==> src/rtl/booth_mult_sequencer_if.sv <==
// Handshake and Booth-core bundle for booth_mult_sequencer.
// "master" is the environment (producer, consumer and Booth core); "slave" is the sequencer.
interface booth_mult_sequencer_if #(
  parameter int WIDTH = 8,
  parameter int CNT_W = 16
);
  logic                 in_valid;
  logic                 in_ready;
  logic [WIDTH-1:0]     in_m;
  logic [WIDTH-1:0]     in_q;
  logic                 mul_start;
  logic [WIDTH-1:0]     mul_data;
  logic                 mul_rst;
  logic                 mul_done;
  logic [WIDTH-1:0]     mul_a;
  logic [WIDTH-1:0]     mul_q;
  logic                 out_valid;
  logic                 out_ready;
  logic [2*WIDTH-1:0]   out_prod;
  logic                 out_err;
  logic                 busy;
  logic [CNT_W-1:0]     op_count;

  modport master (
    output in_valid, in_m, in_q, mul_done, mul_a, mul_q, out_ready,
    input  in_ready, mul_start, mul_data, mul_rst, out_valid, out_prod, out_err, busy, op_count
  );

  modport slave (
    input  in_valid, in_m, in_q, mul_done, mul_a, mul_q, out_ready,
    output in_ready, mul_start, mul_data, mul_rst, out_valid, out_prod, out_err, busy, op_count
  );
endinterface

==> src/rtl/booth_mult_sequencer.sv <==
// Sequences operand loading into a Booth multiplier core, waits for done (with timeout),
// and returns the captured product over a valid/ready output.
module booth_mult_sequencer #(
  parameter int WIDTH   = 8,
  parameter int TIMEOUT = 64,
  parameter int CNT_W   = 16
) (
  input logic                    clk,
  input logic                    rst,
  booth_mult_sequencer_if.slave  bus
);

  typedef enum logic [2:0] {
    S_IDLE  = 3'd0,
    S_START = 3'd1,
    S_LDM   = 3'd2,
    S_LDQ   = 3'd3,
    S_WAIT  = 3'd4,
    S_RSTM  = 3'd5,
    S_OUT   = 3'd6
  } state_e;

  localparam int TW = $clog2(TIMEOUT + 1);
  localparam logic [TW-1:0]    TO_LAST = TW'(TIMEOUT - 1);
  localparam logic [CNT_W-1:0] CNT_MAX = {CNT_W{1'b1}};

  state_e               state_q, state_d;
  logic [WIDTH-1:0]     op_m_q, op_m_d;
  logic [WIDTH-1:0]     op_q_q, op_q_d;
  logic [WIDTH-1:0]     mul_data_q, mul_data_d;
  logic [TW-1:0]        cnt_q, cnt_d;
  logic [2*WIDTH-1:0]   prod_q, prod_d;
  logic                 err_q, err_d;
  logic [CNT_W-1:0]     count_q, count_d;

  // State and datapath registers with synchronous reset
  always_ff @(posedge clk) begin
    if (rst) begin
      state_q    <= S_IDLE;
      op_m_q     <= {WIDTH{1'b0}};
      op_q_q     <= {WIDTH{1'b0}};
      mul_data_q <= {WIDTH{1'b0}};
      cnt_q      <= {TW{1'b0}};
      prod_q     <= {(2*WIDTH){1'b0}};
      err_q      <= 1'b0;
      count_q    <= {CNT_W{1'b0}};
    end else begin
      state_q    <= state_d;
      op_m_q     <= op_m_d;
      op_q_q     <= op_q_d;
      mul_data_q <= mul_data_d;
      cnt_q      <= cnt_d;
      prod_q     <= prod_d;
      err_q      <= err_d;
      count_q    <= count_d;
    end
  end

  // Next-state and datapath update
  always_comb begin
    state_d = state_q;
    op_m_d  = op_m_q;
    op_q_d  = op_q_q;
    cnt_d   = cnt_q;
    prod_d  = prod_q;
    err_d   = err_q;
    count_d = count_q;
    case (state_q)
      S_IDLE: begin
        if (bus.in_valid) begin
          op_m_d  = bus.in_m;
          op_q_d  = bus.in_q;
          state_d = S_START;
        end else begin
          state_d = S_IDLE;
        end
      end
      S_START: state_d = S_LDM;
      S_LDM:   state_d = S_LDQ;
      S_LDQ: begin
        cnt_d   = {TW{1'b0}};
        state_d = S_WAIT;
      end
      S_WAIT: begin
        // done takes priority over a coincident timeout
        if (bus.mul_done) begin
          prod_d  = {bus.mul_a, bus.mul_q};
          err_d   = 1'b0;
          state_d = S_RSTM;
        end else if (cnt_q == TO_LAST) begin
          prod_d  = {(2*WIDTH){1'b0}};
          err_d   = 1'b1;
          state_d = S_RSTM;
        end else begin
          cnt_d   = cnt_q + TW'(1);
          state_d = S_WAIT;
        end
      end
      S_RSTM: state_d = S_OUT;
      S_OUT: begin
        if (bus.out_ready) begin
          state_d = S_IDLE;
          if (!err_q && (count_q != CNT_MAX)) begin
            count_d = count_q + CNT_W'(1);
          end else begin
            count_d = count_q;
          end
        end else begin
          state_d = S_OUT;
        end
      end
      default: state_d = S_IDLE;
    endcase

    // Operand bus is registered, so it is selected from the upcoming state
    case (state_d)
      S_LDM:   mul_data_d = op_m_q;
      S_LDQ:   mul_data_d = op_q_q;
      default: mul_data_d = {WIDTH{1'b0}};
    endcase
  end

  assign bus.in_ready  = (state_q == S_IDLE);
  assign bus.busy      = (state_q != S_IDLE);
  assign bus.mul_start = (state_q == S_START);
  assign bus.mul_rst   = (state_q == S_RSTM);
  assign bus.out_valid = (state_q == S_OUT);
  assign bus.mul_data  = mul_data_q;
  assign bus.out_prod  = prod_q;
  assign bus.out_err   = err_q;
  assign bus.op_count  = count_q;

endmodule

==> src/flat_wrapper.sv <==
// flat-port wrapper written by rule: the top's interface ports become plain ports
module booth_mult_sequencer_flat 
#(
  parameter int WIDTH   = 8,
  parameter int TIMEOUT = 64,
  parameter int CNT_W   = 16
)
  (clk, rst, bus_in_valid, bus_in_m, bus_in_q, bus_mul_done, bus_mul_a, bus_mul_q, bus_out_ready, bus_in_ready, bus_mul_start, bus_mul_data, bus_mul_rst, bus_out_valid, bus_out_prod, bus_out_err, bus_busy, bus_op_count);
  booth_mult_sequencer_if #(.WIDTH(WIDTH), .CNT_W(CNT_W)) bus_i ();
  input logic clk;
  input logic rst;
  input wire logic [$bits(bus_i.in_valid)-1:0] bus_in_valid;
  input wire logic [$bits(bus_i.in_m)-1:0] bus_in_m;
  input wire logic [$bits(bus_i.in_q)-1:0] bus_in_q;
  input wire logic [$bits(bus_i.mul_done)-1:0] bus_mul_done;
  input wire logic [$bits(bus_i.mul_a)-1:0] bus_mul_a;
  input wire logic [$bits(bus_i.mul_q)-1:0] bus_mul_q;
  input wire logic [$bits(bus_i.out_ready)-1:0] bus_out_ready;
  output wire logic [$bits(bus_i.in_ready)-1:0] bus_in_ready;
  output wire logic [$bits(bus_i.mul_start)-1:0] bus_mul_start;
  output wire logic [$bits(bus_i.mul_data)-1:0] bus_mul_data;
  output wire logic [$bits(bus_i.mul_rst)-1:0] bus_mul_rst;
  output wire logic [$bits(bus_i.out_valid)-1:0] bus_out_valid;
  output wire logic [$bits(bus_i.out_prod)-1:0] bus_out_prod;
  output wire logic [$bits(bus_i.out_err)-1:0] bus_out_err;
  output wire logic [$bits(bus_i.busy)-1:0] bus_busy;
  output wire logic [$bits(bus_i.op_count)-1:0] bus_op_count;
  assign bus_i.in_valid = bus_in_valid;
  assign bus_i.in_m = bus_in_m;
  assign bus_i.in_q = bus_in_q;
  assign bus_i.mul_done = bus_mul_done;
  assign bus_i.mul_a = bus_mul_a;
  assign bus_i.mul_q = bus_mul_q;
  assign bus_i.out_ready = bus_out_ready;
  assign bus_in_ready = bus_i.in_ready;
  assign bus_mul_start = bus_i.mul_start;
  assign bus_mul_data = bus_i.mul_data;
  assign bus_mul_rst = bus_i.mul_rst;
  assign bus_out_valid = bus_i.out_valid;
  assign bus_out_prod = bus_i.out_prod;
  assign bus_out_err = bus_i.out_err;
  assign bus_busy = bus_i.busy;
  assign bus_op_count = bus_i.op_count;
  booth_mult_sequencer #(.WIDTH(WIDTH), .TIMEOUT(TIMEOUT), .CNT_W(CNT_W)) u_core (.clk(clk), .rst(rst), .bus(bus_i));
endmodule
==> config.mk <==
export PLATFORM = sky130hd
export DESIGN_NAME = booth_mult_sequencer_flat
export DESIGN_NICKNAME = d
export VERILOG_FILES = /design/src/rtl/booth_mult_sequencer_if.sv /design/src/rtl/booth_mult_sequencer.sv /design/src/flat_wrapper.sv
export SDC_FILE = /design/constraint.sdc
export NUM_CORES = 1
export LEC_CHECK = 0
export ABC_AREA = 1
export ABC_CLOCK_PERIOD_IN_PS = 1700
export CAP_MARGIN = 20
export CORE_MARGIN = 4
export CORE_UTILIZATION = 48
export DETAILED_ROUTE_END_ITERATION = 10
export GPL_TIMING_DRIVEN = 0
export PLACE_DENSITY_LB_ADDON = 0.25
export SYNTH_ARGS = -nofsm -noshare
export SYNTH_HDL_FRONTEND = slang
export SYNTH_SLANG_ARGS = --single-unit
export TNS_END_PERCENT = 1
==> constraint.sdc <==
create_clock -name clk -period 1.7 [get_ports clk]
set_input_delay 0.425 -clock clk [delete_from_list [all_inputs] [get_ports clk]]
set_output_delay 0.425 -clock clk [all_outputs]
set_load 0.01 [all_outputs]
Figure 1. Clock wiring as the flow saved it (run 1).
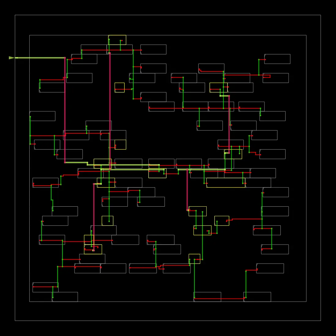
Worst-Skew Late Latency: 0.35 ns
flip-flops: 67

Figure 2. Wire density map (run 1).
The die is cut into 17 by 17 equal tiles; white is low, dark blue is high, scaled to the fullest tile. Values are wire area over tile area, all layers added.
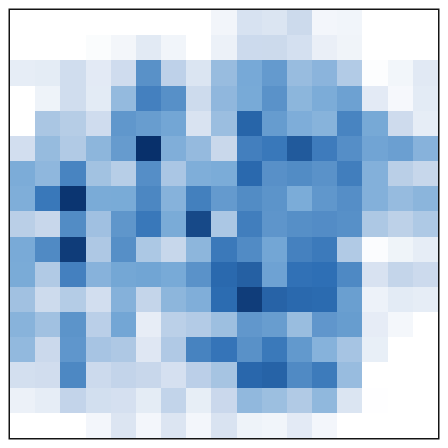
densest ninth of the die: center
mean over tiles: 0.17
nearly empty tiles: 13%

Figure 3. Gate-type map (run 1).
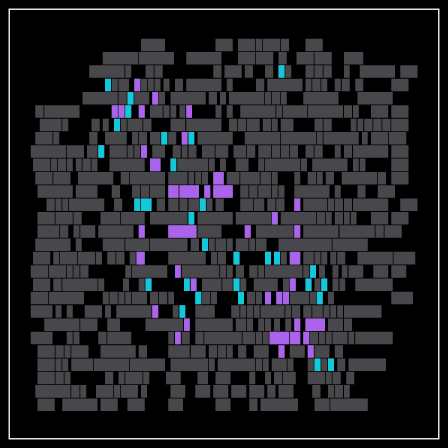
[purple] nor cells | cells: 38 | most used: nor2_1
[cyan] inv cells | cells: 29 | most used: inv_1

==> run summary, run 1 <==
Notes on the flow run.

- Per the detail_route report, routed wire per instance is 13.2 um.
- The max-slew violation count is 0, for reference.
- The leakage power is 1.77 nW, for reference.
- At the end of the flow, the number of nets in the layout was 562.
- The adder-cell area share of the yosys netlist is 0.00827, for reference.
- In this run, the number of DRC markers left after iteration 0 of detailed routing was 174.
- The highest ir drop seen on vdd is 0.000616 V, for reference.
- The parity-gate share of the synthesized area counting xor and xnor cells is 0.0174, for reference.
- The endpoint type of the worst setup path is an output port, for reference.
- The number of antenna-violating nets in the routed design is 0, for reference.
- The area growth from synthesis to layout is 39.9%, for reference.
- The net count of the mapped netlist is 463, for reference.
- The root buffer selected by CTS is clkbuf_8, for reference.
- The clock tree synthesis step divided the H-tree into 3 levels.
- The mapped netlist covers 0.00302 mm^2.
- Power spread over the standard cell area amounts to 850 mW/mm^2.
- Summed over all instances, the cell type with the most area after synthesis is dfxtp_1.
- The layout cell share with drive strength beyond 1 is 0.157, for reference.
- The minimum hold slack is 0.460 ns, for reference.
- The row count is 28, for reference.
- The via total after detailed routing is 3,117, for reference.
- The minimum clock period after layout is 1.69 ns, for reference.
- The final weighted congestion in routability-driven placement is 0.860, for reference.
- In this run, synthesis produced a sequential element count of 67.
- The OpenROAD report gives the critical path a required time of 1.27 ns.
- The logs give a warning total of 28.
- The number of max-cap violations is 0, for reference.
- The worst setup path is launched from a flop.
- The class of the worst hold path is flop to flop, for reference.
- Per the synthesis report, the AND-OR/OR-AND share of the synthesized area is 0.120.
- For this run the detailed placement stage logged an HPWL of 5560 um.
- The summed standard-cell area reported by yosys is 0.00302 mm^2, for reference.
- The largest net degree at the start of global routing is 15, for reference.
- The synthesized netlist was found by Yosys to have 424 cells.
- In this run the tool buffered the top-level ports with 80 buffer cells.
- The pre-CTS setup check shows a worst slack of -0.297 ns.
- The mean number of vias per cell is 5.17, for reference.
- The share of the core filled by cells before placement is 0.502, for reference.
- In the synthesized netlist, the cells that appear most often are nand2_1, dfxtp_1, a21oi_1.
- The via count of the first global-routing pass is 2,984.
- The core box area is 0.00603 mm^2, for reference.
- The flow ran to the end, and the final reports show no timing, DRC or antenna violations.
- The residual DRC count is 0, for reference.
- In this run the vertical extent of the chip is 87.4 um.
- No sink is reached through more buffers than the 2 on the longest clock path.
- The synthesis report names the predominant flop master as dfxtp_1.
run 1: area by class of cell:
cell class / count / area, um^2 / area share
multi-input cells: 310 / 1500 / 0.355
flip-flops and latches: 67 / 1360 / 0.322
repair buffers: 89 / 853 / 0.202
clock buffers: 9 / 124 / 0.0293
inverters: 29 / 111 / 0.0263
plain buffers: 17 / 104 / 0.0245
well taps: 75 / 93.8 / 0.0222
clock inverters: 7 / 82.6 / 0.0195
run 1: per-stage QoR:
stage / utilization / instance area (um^2) / total power [mW] / setup TNS [ns] / cells
global route: 0.702 / 4230 / 3.75 / -0.102 / 603
global placement: 0.650 / 3920 / 2.15 / -2.57 / 579
finish: 0.702 / 4230 / 3.59 / 0 / 603
CTS: 0.697 / 4200 / 3.60 / -0.137 / 603
detailed placement: 0.650 / 3920 / 2.16 / -3.35 / 579
floorplan: - / 3020 / 1.95 / 0 / 424
run 1: state kept, by name (all words and copies together), names as in the netlist:
name / count
u_core.state_q: 3
u_core.op_m_q: 8
u_core.bus.out_err: 1
u_core.op_q_q: 8
u_core.bus.mul_data: 8
u_core.bus.op_count: 16
u_core.bus.out_prod: 16
u_core.cnt_q: 7
run 1: logic make-up after synthesis:
| family | after synthesis |
|---|---|
| xor+xnor | 6 |
| flops | 67 |
| compound gates | 70 |
| fa+ha+maj | 2 |
| simple gates | 232 |
| buf+inv | 47 |
run 1: power breakdown:
part / internal [mW] / switching, mW
logic: 0.259 / 0.286
registers: 1.63 / 0.0317
clock network: 0.702 / 0.685
run 1: placed cells by master, fill, tap and decap left out, types with 2 or more instances in the layout:
master	count
nor2_2	5
buf_6	4
dfxtp_2	16
nand4_1	7
inv_6	3
nor2_4	4
clkdlybuf4s50_1	51
xnor2_1	2
ha_1	2
inv_2	5
nor2_1	27
buf_2	5
nand3b_1	3
nand3_1	35
inv_1	23
dlygate4sd2_1	15
nand2_1	139
nand2_2	6
clkbuf_8	9
clkinvlp_4	2
buf_4	10
dfxtp_1	51
dlymetal6s2s_1	9
o21ai_0	7
a21oi_2	3
a21oi_1	59
clkbuf_1	8
xor2_1	4
run 1: worst paths after layout:
kind,startpoint,to,depth (start not counted)
setup / recovery,u_core.state_q[1]$_SDFF_PP0_,bus_mul_start,4
setup reg to reg,u_core.bus.op_count[0]$_SDFFE_PP0P_,u_core.bus.op_count[10]$_SDFFE_PP0P_,9
hold reg to reg,u_core.bus.out_prod[13]$_SDFFE_PP0P_,u_core.bus.out_prod[13]$_SDFFE_PP0P_,2
hold / removal,u_core.bus.out_prod[13]$_SDFFE_PP0P_,u_core.bus.out_prod[13]$_SDFFE_PP0P_,2
run 1: critical path, delay by kind of cell, from the launching register on:
family / cells / cell delay [ns]
DFF: 1 / 0.34
and+or+nand+nor: 2 / 0.28
buffers and inverters: 2 / 0.30
run 1: layer usage:
| metal | global-route usage | part of all wire | vias up |
|---|---|---|---|
| met1 | 0.278 | 0.44 | 1436 |
| met2 | 0.366 | 0.47 | 97 |
| met5 | 0 | 0 | - |
| li1 | - | - | 1572 |
| met3 | 0.0587 | 0.078 | 12 |
| met4 | 0.0837 | 0.016 | 0 |
run 1: what timing repair did:
item,in CTS,in global routing
pin swaps,2,3
setup buffers,9,0
resized,51,21
endpoints found under the setup margin,22,38
--- run 2 (diff from run 1) ---
SLEW_MARGIN = 15   (was default)
Figure 4. Pin placement (run 2).
Bar = 20 um. Pins as bars across the die edge, other pins in gray.
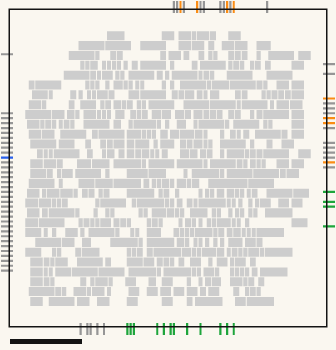
[green] bus_op_count | pins: 16 | direction: output | edge: 12 bottom, 4 right
[blue] bus_out_ready | pins: 1 | direction: input | edge: left
[orange] bus_in_m | pins: 8 | direction: input | edge: 4 right, 4 top

==> run 2 against run 1 <==
Net effect: total power unchanged; clock power about the same; clock skew is the same; count of clock-buffer cells in the layout unchanged; combinational power hardly changed; fmax stayed put; worst setup slack unchanged; global-route usage stayed put.
==> run summary, run 2 <==
Notes on the flow run.

- The run finished with clean final reports.
- The via total after detailed routing is 3,117 (unchanged).
- The die height was 87.4 um (unchanged).
- The root buffer cell chosen for the clock tree is clkbuf_8.
- The minimum hold slack is 0.460 ns (unchanged), for reference.
- The number of warning messages in the logs is 28 (unchanged), for reference.
- Of the total synthesized cell area, the portion taken by AND, OR, NAND and NOR gates is 0.341.
- The count of routing violations after the opening detailed-route iteration came to 174 (unchanged).
- The cell count listed in synth_stat.txt was 424 (unchanged).
- The primary flip-flop cell chosen by synthesis mapping is dfxtp_1, for reference.
- The adder-cell area share of the yosys netlist is 0.00827 (unchanged), for reference.
- The number of cells in the design after placement came to 579 (unchanged).
- The most common cell after layout, fill and taps aside is nand2_1, for reference.
- The count of input and output buffers is 80 (unchanged), for reference.
- The sequential group share of total power is 0.462 (about the same), for reference.
- The row count was 28 (unchanged).
- The endpoint type of the worst setup path is an output port, for reference.
- The share of the core filled by cells before placement is 0.502 (unchanged), for reference.
- Along the worst path, the maximum fanout reaches 3.
- Of all cell types, the one taking the most synthesized area is dfxtp_1.
- Ranking logic cells in the layout by count gives the top entries nand2_1, a21oi_1, clkdlybuf4s50_1, dfxtp_1, nand3_1.
- Hold repair after CTS inserted 0 buffers.
- The half-perimeter wire length after detailed placement was 5560 um (unchanged).
- The average instance in the mapped netlist occupies 7.13 um^2.
- STA classifies the critical path startpoint as a flop.
- The number of nets in the final layout came to 562 (unchanged).
- The depth of the CTS H-tree is 3 (unchanged), for reference.
- The final weighted congestion in routability-driven placement is 0.860 (unchanged), for reference.
- The mean number of vias per cell is 5.17 (unchanged), for reference.
- The maximum buffer depth of the clock tree is 2 (unchanged), for reference.
- The area growth from synthesis to layout was 39.9% (unchanged).
- The total power per unit cell area is 850 mW/mm^2 (unchanged), for reference.
- The post-synthesis sequential element count is 67 (unchanged), for reference.
- The minimum clock period after layout is 1.69 ns (unchanged), for reference.
- The layout cell share with drive strength beyond 1 is 0.157 (unchanged), for reference.
- The synthesis report lists the most area-consuming cells as dfxtp_1, nand2_1, a21oi_1, nand3_1, nor2_1.
- The switching fraction of total power is 0.279 (unchanged), for reference.
- The clock network power share came to 0.386 (about the same).
- The post-layout utilization of the core is 0.702 (unchanged), for reference.
- The tightest min-delay check is of the flop to flop type.
- The parity-gate share of the synthesized area counting xor and xnor cells is 0.0174 (unchanged), for reference.
- The summed standard-cell area reported by yosys was 0.00302 mm^2 (unchanged).
- The core box area is 0.00603 mm^2 (unchanged).
- The number of standard cells in the final layout excluding fillers is 603 (unchanged), for reference.
- The worst path required time was 1.27 ns (about the same).
- By count the netlist is led by nand2_1, dfxtp_1, a21oi_1.
- The post-detailed-route wirelength per cell came to 13.2 um (unchanged).
- The internal cell power is 2.59 mW (unchanged), for reference.
- The max-slew violation count is 0 (unchanged), for reference.
- The largest net degree at the start of global routing came to 15 (unchanged).
- The residual DRC count is 0 (unchanged).
- The relative contribution of combinational cells to total power is 0.152 (about the same), for reference.
- The via count of the first global-routing pass is 2,984 (unchanged).
- The aoi/oai-family share of the synthesized area came to 0.120 (unchanged).
- The leakage power was 1.77 nW (unchanged).
- The number of antenna-violating nets in the routed design is 0 (unchanged), for reference.
- The total iterations of the first detailed-routing run is 4, for reference.
- The number of max-cap violations is 0 (unchanged), for reference.
- The total standard cell area after synthesis came to 0.00302 mm^2 (unchanged).
- The switching component of the power was 1.00 mW (unchanged).
- The highest ir drop seen on vdd is 0.000616 V (unchanged).
- The number of distinct standard cells referenced by the synthesized netlist is 29, for reference.
- The clock latency of the later-clocked register in the worst-skew pair is 0.35 ns (about the same).
- The net count of the mapped netlist is 463 (unchanged), for reference.
run 2: cell families after synthesis:
logic type | Yosys count
XOR/XNOR | 6
adder cells (fa/ha/maj) | 2
AND/OR/NAND/NOR | 232
buffers and inverters | 47
AND-OR/OR-AND | 70
flip-flops | 67
run 2: worst paths after layout:
path / start / endpoint / slack, ns / cells after the start
setup / recovery: u_core.state_q[1]$_SDFF_PP0_ / bus_mul_start / 0.01 / 4
hold / removal: u_core.bus.out_prod[13]$_SDFFE_PP0P_ / u_core.bus.out_prod[13]$_SDFFE_PP0P_ / 0.46 / 2
setup reg to reg: u_core.bus.op_count[0]$_SDFFE_PP0P_ / u_core.bus.op_count[10]$_SDFFE_PP0P_ / 0.13 / 9
hold reg to reg: u_core.bus.out_prod[13]$_SDFFE_PP0P_ / u_core.bus.out_prod[13]$_SDFFE_PP0P_ / 0.46 / 2
run 2: per-layer routing:
metal | share of wire | wire length (um) | global-route usage
met1 | 0.44 | 3510 | 0.278
met2 | 0.47 | 3700 | 0.366
met3 | 0.078 | 624 | 0.0587
met4 | 0.016 | 125 | 0.0837
met5 | 0 | 0 | 0
run 2: power groups by stage:
stage	clock network, mW	registers [mW]	logic [mW]
5_1_grt	1.49	1.67	0.596
2_1_floorplan	0	1.70	0.250
6_report	1.39	1.66	0.546
3_3_place_gp	0	1.69	0.458
4_1_cts	1.40	1.66	0.535
3_5_place_dp	0	1.69	0.465
run 2: stage by stage:
step           TNS, ns  setup WS [ns]  cell area (um^2)  power [mW]
2_1_floorplan        0          0.210              3020        1.95
3_3_place_gp     -2.57         -0.285              3920        2.15
3_5_place_dp     -3.35         -0.297              3920        2.16
4_1_cts         -0.137        -0.0605              4200        3.60
5_1_grt         -0.102        -0.0745              4230        3.75
6_report             0         0.0115              4230        3.59
run 2: cell type report:
class	instances	area [um^2]
repair buffers	89	853
multi-input cells	310	1500
well taps	75	93.8
plain buffers	17	104
fillers	497	1800
flip-flops and latches	67	1360
inverters	29	111
clock inverters	7	82.6
clock buffers	9	124
run 2: repair_timing:
item | CTS | global route
buffers inserted | 9 | 0
resized | 51 | 21
endpoints found under the hold margin | 0 | 0
setup endpoints to repair | 22 | 38
pin swaps | 2 | 3
run 2: worst max-delay path, cell delays in order (launching register included):
cell and delay [ns]:
dfxtp_2 0.34, inv_2 0.06, nand2_1 0.12, nor2_4 0.16, clkdlybuf4s15_2 0.24
Power figures rest on the tool's default switching activity, not on a simulated workload.
